**config.mk**
```make
export PLATFORM = sky130hd
export DESIGN_NAME = fp_addsub_normalize_stage
export DESIGN_NICKNAME = d
export VERILOG_FILES = /design/src/rtl/fp_addsub_pkg.sv /design/src/rtl/fp_addsub_lzc.sv /design/src/rtl/fp_addsub_normalize_stage.sv
export SDC_FILE = /design/constraint.sdc
export NUM_CORES = 1
export LEC_CHECK = 0
export CORE_MARGIN = 4
export CORE_UTILIZATION = 55
export DETAILED_ROUTE_END_ITERATION = 10
export PLACE_DENSITY = 0.81
export SYNTH_ARGS = -nofsm -noshare
export SYNTH_HDL_FRONTEND = slang
export SYNTH_HIERARCHICAL = 1
export SYNTH_SLANG_ARGS = --single-unit
export TNS_END_PERCENT = 10
```
**constraint.sdc**
```tcl
create_clock -name clk -period 4.1 [get_ports clk]
set_input_delay 0.82 -clock clk [delete_from_list [all_inputs] [get_ports clk]]
set_output_delay 0.82 -clock clk [all_outputs]
set_load 0.01 [all_outputs]
```
**src/rtl/fp_addsub_pkg.sv**
```systemverilog
// fp_addsub_pkg: shared widths and S1 pipeline record for the FP add/sub normalizer
package fp_addsub_pkg;
  localparam int MW   = 33;
  localparam int EW   = 8;
  localparam int EMAX = 255;
  localparam int LZW  = 6;
  typedef struct packed {
    logic [MW-1:0]  sum;
    logic           psgn;
    logic           opr;
    logic [EW-1:0]  emax;
    logic [LZW-1:0] lz;
  } s1_t;
endpackage

```
**src/rtl/fp_addsub_lzc.sv**
```systemverilog
// fp_addsub_lzc: combinational 32-bit leading-zero counter, result 0..32
module fp_addsub_lzc
  import fp_addsub_pkg::*;
(
  input  logic [31:0]    a,
  output logic [LZW-1:0] lz
);
  always_comb begin
    lz = LZW'(32);
    for (int i = 0; i < 32; i++)
      if (a[i]) lz = LZW'(31 - i);
  end
endmodule

```
**src/rtl/fp_addsub_normalize_stage.sv**
```systemverilog
// fp_addsub_normalize_stage: 2-stage post-add normalizer (S1 register+lzc, S2 shift+exponent adjust)
// FPADDSUB_NORM_SUBNORM_EN selects gradual underflow instead of flush-to-zero.
module fp_addsub_normalize_stage
  import fp_addsub_pkg::*;
(
  input  logic          clk,
  input  logic          rst_n,
  input  logic          InValid,
  output logic          InReady,
  input  logic [MW-1:0] Sum,
  input  logic          PSgn,
  input  logic          Opr,
  input  logic [EW-1:0] Emax,
  output logic          OutValid,
  input  logic          OutReady,
  output logic [MW-1:0] NormM,
  output logic [EW-1:0] NormE,
  output logic          Sgn,
  output logic          Zero,
  output logic          Ovf,
  output logic          Unf
);
  logic           rdy, s1_v, s1_load, s2_load, in_fire, lz_lt;
  s1_t            s1;
  logic [LZW-1:0] lz;
  logic [EW:0]    e_inc;
  logic [MW-1:0]  nm;
  logic [EW-1:0]  ne;
  logic           nsg, nz, no, nu;
`ifdef FPADDSUB_NORM_SUBNORM_EN
  logic [EW-1:0]  sub_sh;
`endif
  fp_addsub_lzc u_lzc (.a(Sum[MW-2:0]), .lz(lz));
  assign s2_load = !OutValid | OutReady;
  assign s1_load = !s1_v | s2_load;
  assign InReady = rdy & s1_load;
  assign in_fire = InValid & InReady;
  assign e_inc   = {1'b0, s1.emax} + (EW+1)'(1);
  assign lz_lt   = {{(EW-LZW){1'b0}}, s1.lz} < s1.emax;
`ifdef FPADDSUB_NORM_SUBNORM_EN
  assign sub_sh  = (s1.emax != '0) ? s1.emax - EW'(1) : '0;
`endif
  always_comb begin
    nm  = '0;
    ne  = '0;
    nsg = s1.psgn;
    nz  = 1'b0;
    no  = 1'b0;
    nu  = 1'b0;
    if (s1.sum == '0) begin
      nz  = 1'b1;
      nsg = s1.opr ? 1'b0 : s1.psgn;
    end else if (s1.sum[MW-1]) begin
      if (e_inc >= (EW+1)'(EMAX)) begin
        no = 1'b1;
        ne = EW'(EMAX);
      end else begin
        nm = {1'b0, s1.sum[MW-1:2], s1.sum[1] | s1.sum[0]};
        ne = e_inc[EW-1:0];
      end
    end else if (lz_lt) begin
      nm = s1.sum << s1.lz;
      ne = s1.emax - EW'(s1.lz);
    end else begin
      nu = 1'b1;
`ifdef FPADDSUB_NORM_SUBNORM_EN
      nm = s1.sum << sub_sh;
`else
      nz = 1'b1;
`endif
    end
  end
  // rdy holds InReady low until the first edge after reset release
  always_ff @(posedge clk or negedge rst_n) begin
    if (!rst_n) begin
      rdy  <= 1'b0;
      s1_v <= 1'b0;
      s1   <= '0;
    end else begin
      rdy <= 1'b1;
      if (s1_load) begin
        s1_v <= in_fire;
        if (in_fire) s1 <= '{sum: Sum, psgn: PSgn, opr: Opr, emax: Emax, lz: lz};
      end
    end
  end
  always_ff @(posedge clk or negedge rst_n) begin
    if (!rst_n) begin
      OutValid <= 1'b0;
      NormM    <= '0;
      NormE    <= '0;
      Sgn      <= 1'b0;
      Zero     <= 1'b0;
      Ovf      <= 1'b0;
      Unf      <= 1'b0;
    end else if (s2_load) begin
      OutValid <= s1_v;
      if (s1_v) begin
        NormM <= nm;
        NormE <= ne;
        Sgn   <= nsg;
        Zero  <= nz;
        Ovf   <= no;
        Unf   <= nu;
      end
    end
  end
endmodule

```
Fig. 1: run 1, nets reached from selected ports
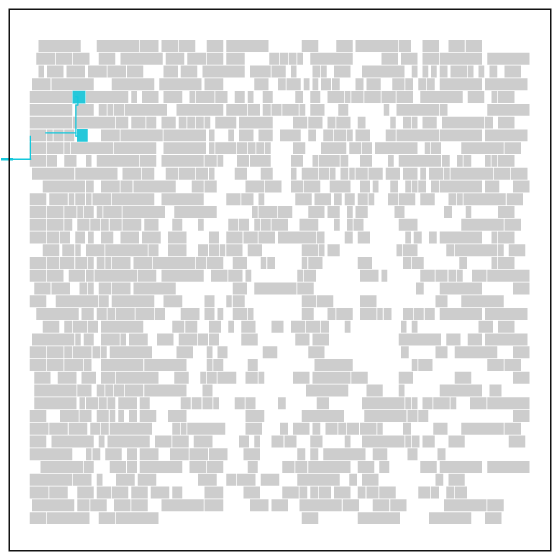
| port | color | bits | direction | edge | end cells | buffers | wire |
|---|---|---|---|---|---|---|---|
| OutReady | cyan | 1 | input | west | 2 | 1 | 25.2 µm |
I/O pin total: 94
IO Port Bufs: 93

Fig. 2: run 1, clock wires, drivers and flops
Bar = 20 µm.
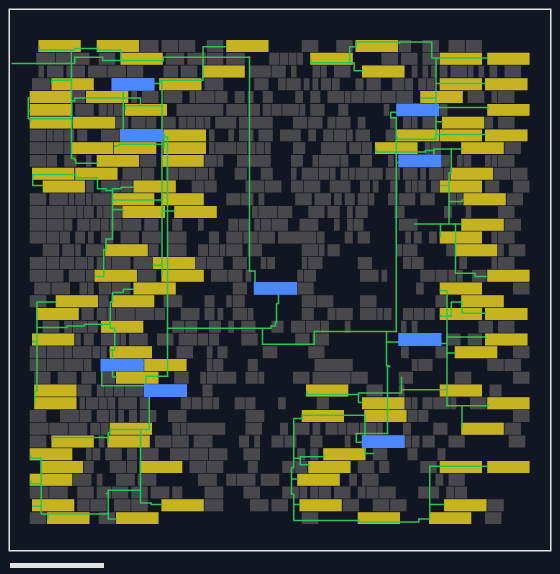
[clock-net drivers] blue | count: 9
[flip-flops] yellow | count: 97
[clock wires] green | length: 1210 µm
routed clock nets: 10
clock skew: 11.6 ps
Clock Latency Late Sink: 360 ps
clock network fraction of total power: 20.7%

Fig. 3: run 1, clock routing
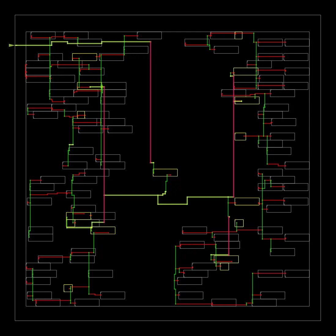
clock buffers: 9
clk sinks: 97
Clk. pwr: 0.000831 W
num sequential: 97
TritonCTS Buffers: 9

==> run 1: critical path: stages (launching register included) <==
cell and delay, ps:
dfrtp_1 680, inv_2 230, ha_1 430, a21o_1 200, a221oi_2 410, o32ai_1 240
nand2_1 300, o21ai_0 220, a22o_1 230
==> run 1: stage by stage <==
stage / setup WS [ps] / power (W)
after floorplan: 1250 / 0.00237
after global placement: 1100 / 0.00312
after detailed placement: 1030 / 0.00316
after CTS: 1110 / 0.00399
after global routing: 891 / 0.00420
final: 1050 / 0.00401
==> run 1: state kept, by name (all words and copies together), names as in the netlist <==
name,count
s1,49
rdy,1
OutValid,1
Sgn,1
NormM,33
Unf,1
Zero,1
s1_v,1
NormE,8
Ovf,1
==> run 1: logic make-up (layout without fill, tap and decap cells) <==
group	Yosys count	in the layout	share of synthesized area, %
AND-OR/OR-AND	204	204	23.3
XOR/XNOR	7	7	0.971
adder cells (fa/ha/maj)	9	9	1.90
buffers and inverters	55	140	3.96
flip-flops	97	97	38.5
multiplexers	99	99	17.8
other	1	1	0.0594
AND/OR/NAND/NOR	172	172	13.5
==> run 1: power by group through the flow <==
stage / clock network [W] / registers, W / logic [W]
6_report: 0.000831 / 0.00146 / 0.00172
5_1_grt: 0.000883 / 0.00149 / 0.00183
4_1_cts: 0.000838 / 0.00145 / 0.00170
3_5_place_dp: 0 / 0.00147 / 0.00169
3_3_place_gp: 0 / 0.00145 / 0.00167
2_1_floorplan: 0 / 0.00146 / 0.000910
==> run 1: cells in the mapped netlist, types with 10 or more instances <==
| master | n |
|---|---|
| a221oi_1 | 10 |
| nor3_1 | 12 |
| a22o_1 | 14 |
| o22ai_1 | 24 |
| o21ai_0 | 35 |
| mux2i_1 | 28 |
| nand2_1 | 48 |
| dfrtp_1 | 97 |
| inv_1 | 15 |
| nand3_1 | 12 |
| a21oi_1 | 18 |
| nor4_1 | 15 |
| nor2_1 | 43 |
| mux2_2 | 67 |
| a22oi_1 | 20 |
| clkbuf_1 | 18 |
==> run 1: worst paths after layout <==
path                                   to  slack, ps
worst max-delay path            NormM[14]       1050
worst min-delay path             NormM[3]        480
worst max register to register  NormM[14]       1050
worst min register to register   NormM[3]        480
max in group asynchronous        NormM[3]       2650
min in group asynchronous          s1[45]        620
==> run 1: layer usage <==
| layer | track usage [%] | part of all wire, % | vias to the layer above |
|---|---|---|---|
| li1 | - | - | 2650 |
| met1 | 47.7 | 44 | 2950 |
| met2 | 47.4 | 45 | 355 |
| met3 | 5.42 | 8.9 | 49 |
| met4 | 10.3 | 2.5 | 0 |
| met5 | 0 | 0 | - |
==> run 1: cell usage in the layout, fill, tap and decap left out, types with 5 or more instances in the layout <==
master	n
a211oi_1	7
a21o_1	5
a21oi_1	18
a221o_1	9
a221oi_1	10
a222oi_1	5
a22o_1	14
a22oi_1	20
a31oi_1	8
and2_1	7
buf_4	13
clkbuf_16	9
clkdlybuf4s50_1	92
dfrtp_1	97
ha_1	8
inv_1	15
mux2_2	67
mux2i_1	28
nand2_1	47
nand3_1	12
nor2_1	43
nor2b_1	5
nor3_1	12
nor4_1	15
o21ai_0	35
o21ai_1	7
o22ai_1	24
o31ai_1	6
==> results.py, run 1 <==
# Metrics from the implementation run
metrics = {
    "drt": {
        "drt_first_pass_iters": 5,
        "routed_wl_um": 21000,
    },
    "global_route": {
        "grt_pass1_wl_um": 32400,
        "grt_start_max_net_pins": 80,
    },
    "synth": {
        "ys.flops": 97,
        "synth_seq_share_pct": 38.5,
        "synth_cell_types": 74,
        "synth_area_leader_cell": "dfrtp_1",
    },
    "worst_setup_path": {
        "critPathArrivalTime_ps": 3300,
        "end_kind": "register",
        "cp-startpoint": "s1[4]",
    },
    "layout": {
        "sh_comb_area_pct": 47.8,
        "nMultiInputCombCells": 492,
    },
    "clock_network": {
        "cts_max_level": 3,
        "cts_resized": 0,
    },
    "floorplan": {
        "nWellTaps": 140,
        "die-area_um2": 13300,
        "dieWidth_um": 115,
    },
    "final_timing": {
        "max_freq_ghz": 0.328,
        "setup_tns_ps": 0,
        "fin_crit_ps": 3050,
        "final_max_slew_viol_count": 0,
    },
    "flow_run": {
        "cap_violations": 0,
    },
    "pwr": {
        "comb_power_share_pct": 42.9,
        "switching_share_pct": 38.3,
    },
    "hold_path": {
        "holdPathStages": 2,
    },
    "run_status": {
        "status": "finished clean",
    },
}
==> run 1 -> run 2 <==
- clock period: 4.1 -> 3 ns (I/O delays scaled with it)
==> run 2 against run 1 <==
Against the previous run:
- synthesized area unchanged
- synthesized cell count unchanged
- cell count up 1.6%
- clock power up 48%
- global-route usage down 0.33 points
- critical path type unchanged
- critical endpoint is now NormM[31]
==> results.py, run 2 <==
# Metrics from the implementation run
metrics = {
    "pwr": {
        "switching_share_pct": 36.3,
        "comb_power_share_pct": 42.7,
        "finalPower_w": 0.00562,
        "p_clk_share_pct": 22.0,
        "ir_worst_vdd_v": 0.000464,
    },
    "place": {
        "post-place-ws_ps": 192,
        "dp.cells": 868,
        "port_buffers": 93,
        "finalWeightedCongestion": 0.998,
    },
    "final_timing": {
        "fin_skew_ps": 11.3,
        "final_max_slew_viol_count": 0,
        "setup_ws_ps": 180,
        "max_freq_ghz": 0.355,
        "fin_crit_ps": 2820,
        "setup_tns_ps": 0,
        "hold_violations": 0,
    },
    "synth": {
        "most_common_cell": "dfrtp_1",
        "ys.flops": 97,
        "ys_area_um2": 6310,
        "synth_cell_types": 74,
        "top_cells_by_count": "dfrtp_1, mux2_2, nand2_1, nor2_1, o21ai_0",
        "synth_seq_share_pct": 38.5,
        "syn_nets": 700,
        "synth_area_leader_cell": "dfrtp_1",
    },
    "clock_network": {
        "cts_num_sinks": 97,
        "numCtsBuffers": 9,
        "cts_max_level": 3,
    },
    "floorplan": {
        "rows": 38,
        "die-area_um2": 13300,
        "ios": 94,
        "dieWidth_um": 115,
    },
    "worst_setup_path": {
        "path_delay_family": "AND-OR/OR-AND gates",
        "critPathArrivalTime_ps": 3060,
        "critPathBufInv": 3,
        "max_stage_delay_ps": 460,
        "path_cells": "inv_1 > ha_1 > inv_1 > fa_1 > a21o_1 > a221oi_4 > o32ai_1 > nand2_2 > inv_1 > a221o_1",
        "cp_slowest_cell": "dfrtp_1",
        "cpMostUsedCell": "inv_1",
        "ff2ff_setup_slack_ps": 180,
        "end_kind": "register",
    },
    "layout": {
        "regMostFlops": "s1",
        "top_regs": "s1 (49), NormM (33), NormE (8)",
        "layout_top_cell": "dfrtp_1",
        "largest_reg_flops": 49,
        "final_cell_mix": "dfrtp_1, clkdlybuf4s50_1, mux2_2",
    },
    "flow_run": {
        "cap_violations": 0,
    },
    "global_route": {
        "grt_pass1_wl_um": 32400,
        "grt_start_max_net_pins": 98,
    },
    "run_status": {
        "status": "finished clean",
    },
    "drt": {
        "drt_first_pass_iters": 5,
    },
}
## run 2: netlist changes by cell type in the layout (fill, tap and decap cells not counted)
cell | before | now
nand2_2 | 2 | 3
a221oi_4 | 0 | 1
clkinv_2 | 0 | 1
inv_8 | 1 | 0
buf_4 | 13 | 25
nand2_1 | 47 | 46
bufinv_16 | 0 | 2
inv_6 | 4 | 2
clkinvlp_4 | 2 | 1
buf_12 | 0 | 3
a221oi_2 | 1 | 0
## run 2: path summary, 6_finish.rpt
kind	from	to	depth (start not counted)
setup reg to reg	s1[6]	NormM[31]	10
min in group clk	NormE[0]	NormE[0]	1
hold reg to reg	NormE[0]	NormE[0]	1
max in group asynchronous	rst_n	NormE[7]	2
setup / recovery	s1[6]	NormM[31]	10
hold / removal	rst_n	s1[47]	2
## run 2: timing repair
item / in CTS / in global routing
endpoints found under the setup margin: 0 / 13
setup buffers: 0 / 0
resized: 0 / 2
## run 2: logic make-up after synthesis
family,count (synthesis),share of synthesized area (%)
AOI/OAI and AO/OA,204,23.3
and+or+nand+nor,172,13.5
muxes,99,17.8
DFF,97,38.5
buffers and inverters,55,3.96
adders and majority gates,9,1.90
xor gates and xnor gates,7,0.971
other,1,0.0594
## run 2: per-layer routing
layer | vias up | routed length [µm] | GRT usage, %
met3 | 41 | 1700 | 3.32
met1 | 2977 | 8920 | 47.3
met4 | 0 | 520 | 10.4
met2 | 315 | 9470 | 48.3
met5 | - | 0 | 0
li1 | 2682 | - | -
## run 2: through the flow
stage / instance area (µm²) / hold slack [ps] / utilization (%)
finish: 7810 / 286 / 70.8
global route: 7810 / 353 / 70.8
CTS: 7790 / 319 / 70.7
detailed placement: 7480 / 472 / 67.8
global placement: 7480 / 462 / 67.8
floorplan: 6310 / 304 / -
## run 2: cell type report
type	instances	area share [%]
Clock buffer	9	2.88
Clock inverter	6	1.15
Inverter	19	0.913
Multi-Input combinational cell	492	46.8
Sequential cell	97	31.1
Tap cell	140	2.24
Timing Repair Buffer	120	15.0
## run 2: power by group through the flow
stage / Clock [W] / Sequential [W] / Combinational, W
floorplan: 0 / 0.00200 / 0.00124
finish: 0.00123 / 0.00199 / 0.00240
global route: 0.00129 / 0.00203 / 0.00256
CTS: 0.00124 / 0.00198 / 0.00237
detailed placement: 0 / 0.00200 / 0.00235
global placement: 0 / 0.00197 / 0.00232
Fig. 4: run 2, metal layers overlaid
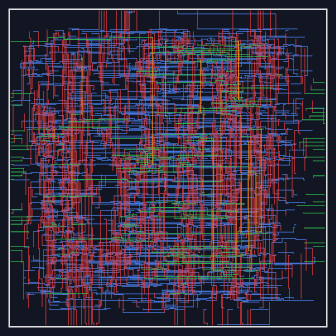
| layer | color | wire length |
|---|---|---|
| M4 | orange | 521 µm |
| M3 | green | 1700 µm |
| M2 | red | 9470 µm |
| M1 | blue | 8920 µm |
Via Count: 6015
DR WL/cell: 23.3 µm
Detailed Route WL: 20600 µm

No activity file was given, so power comes from the tool's default toggle rates.
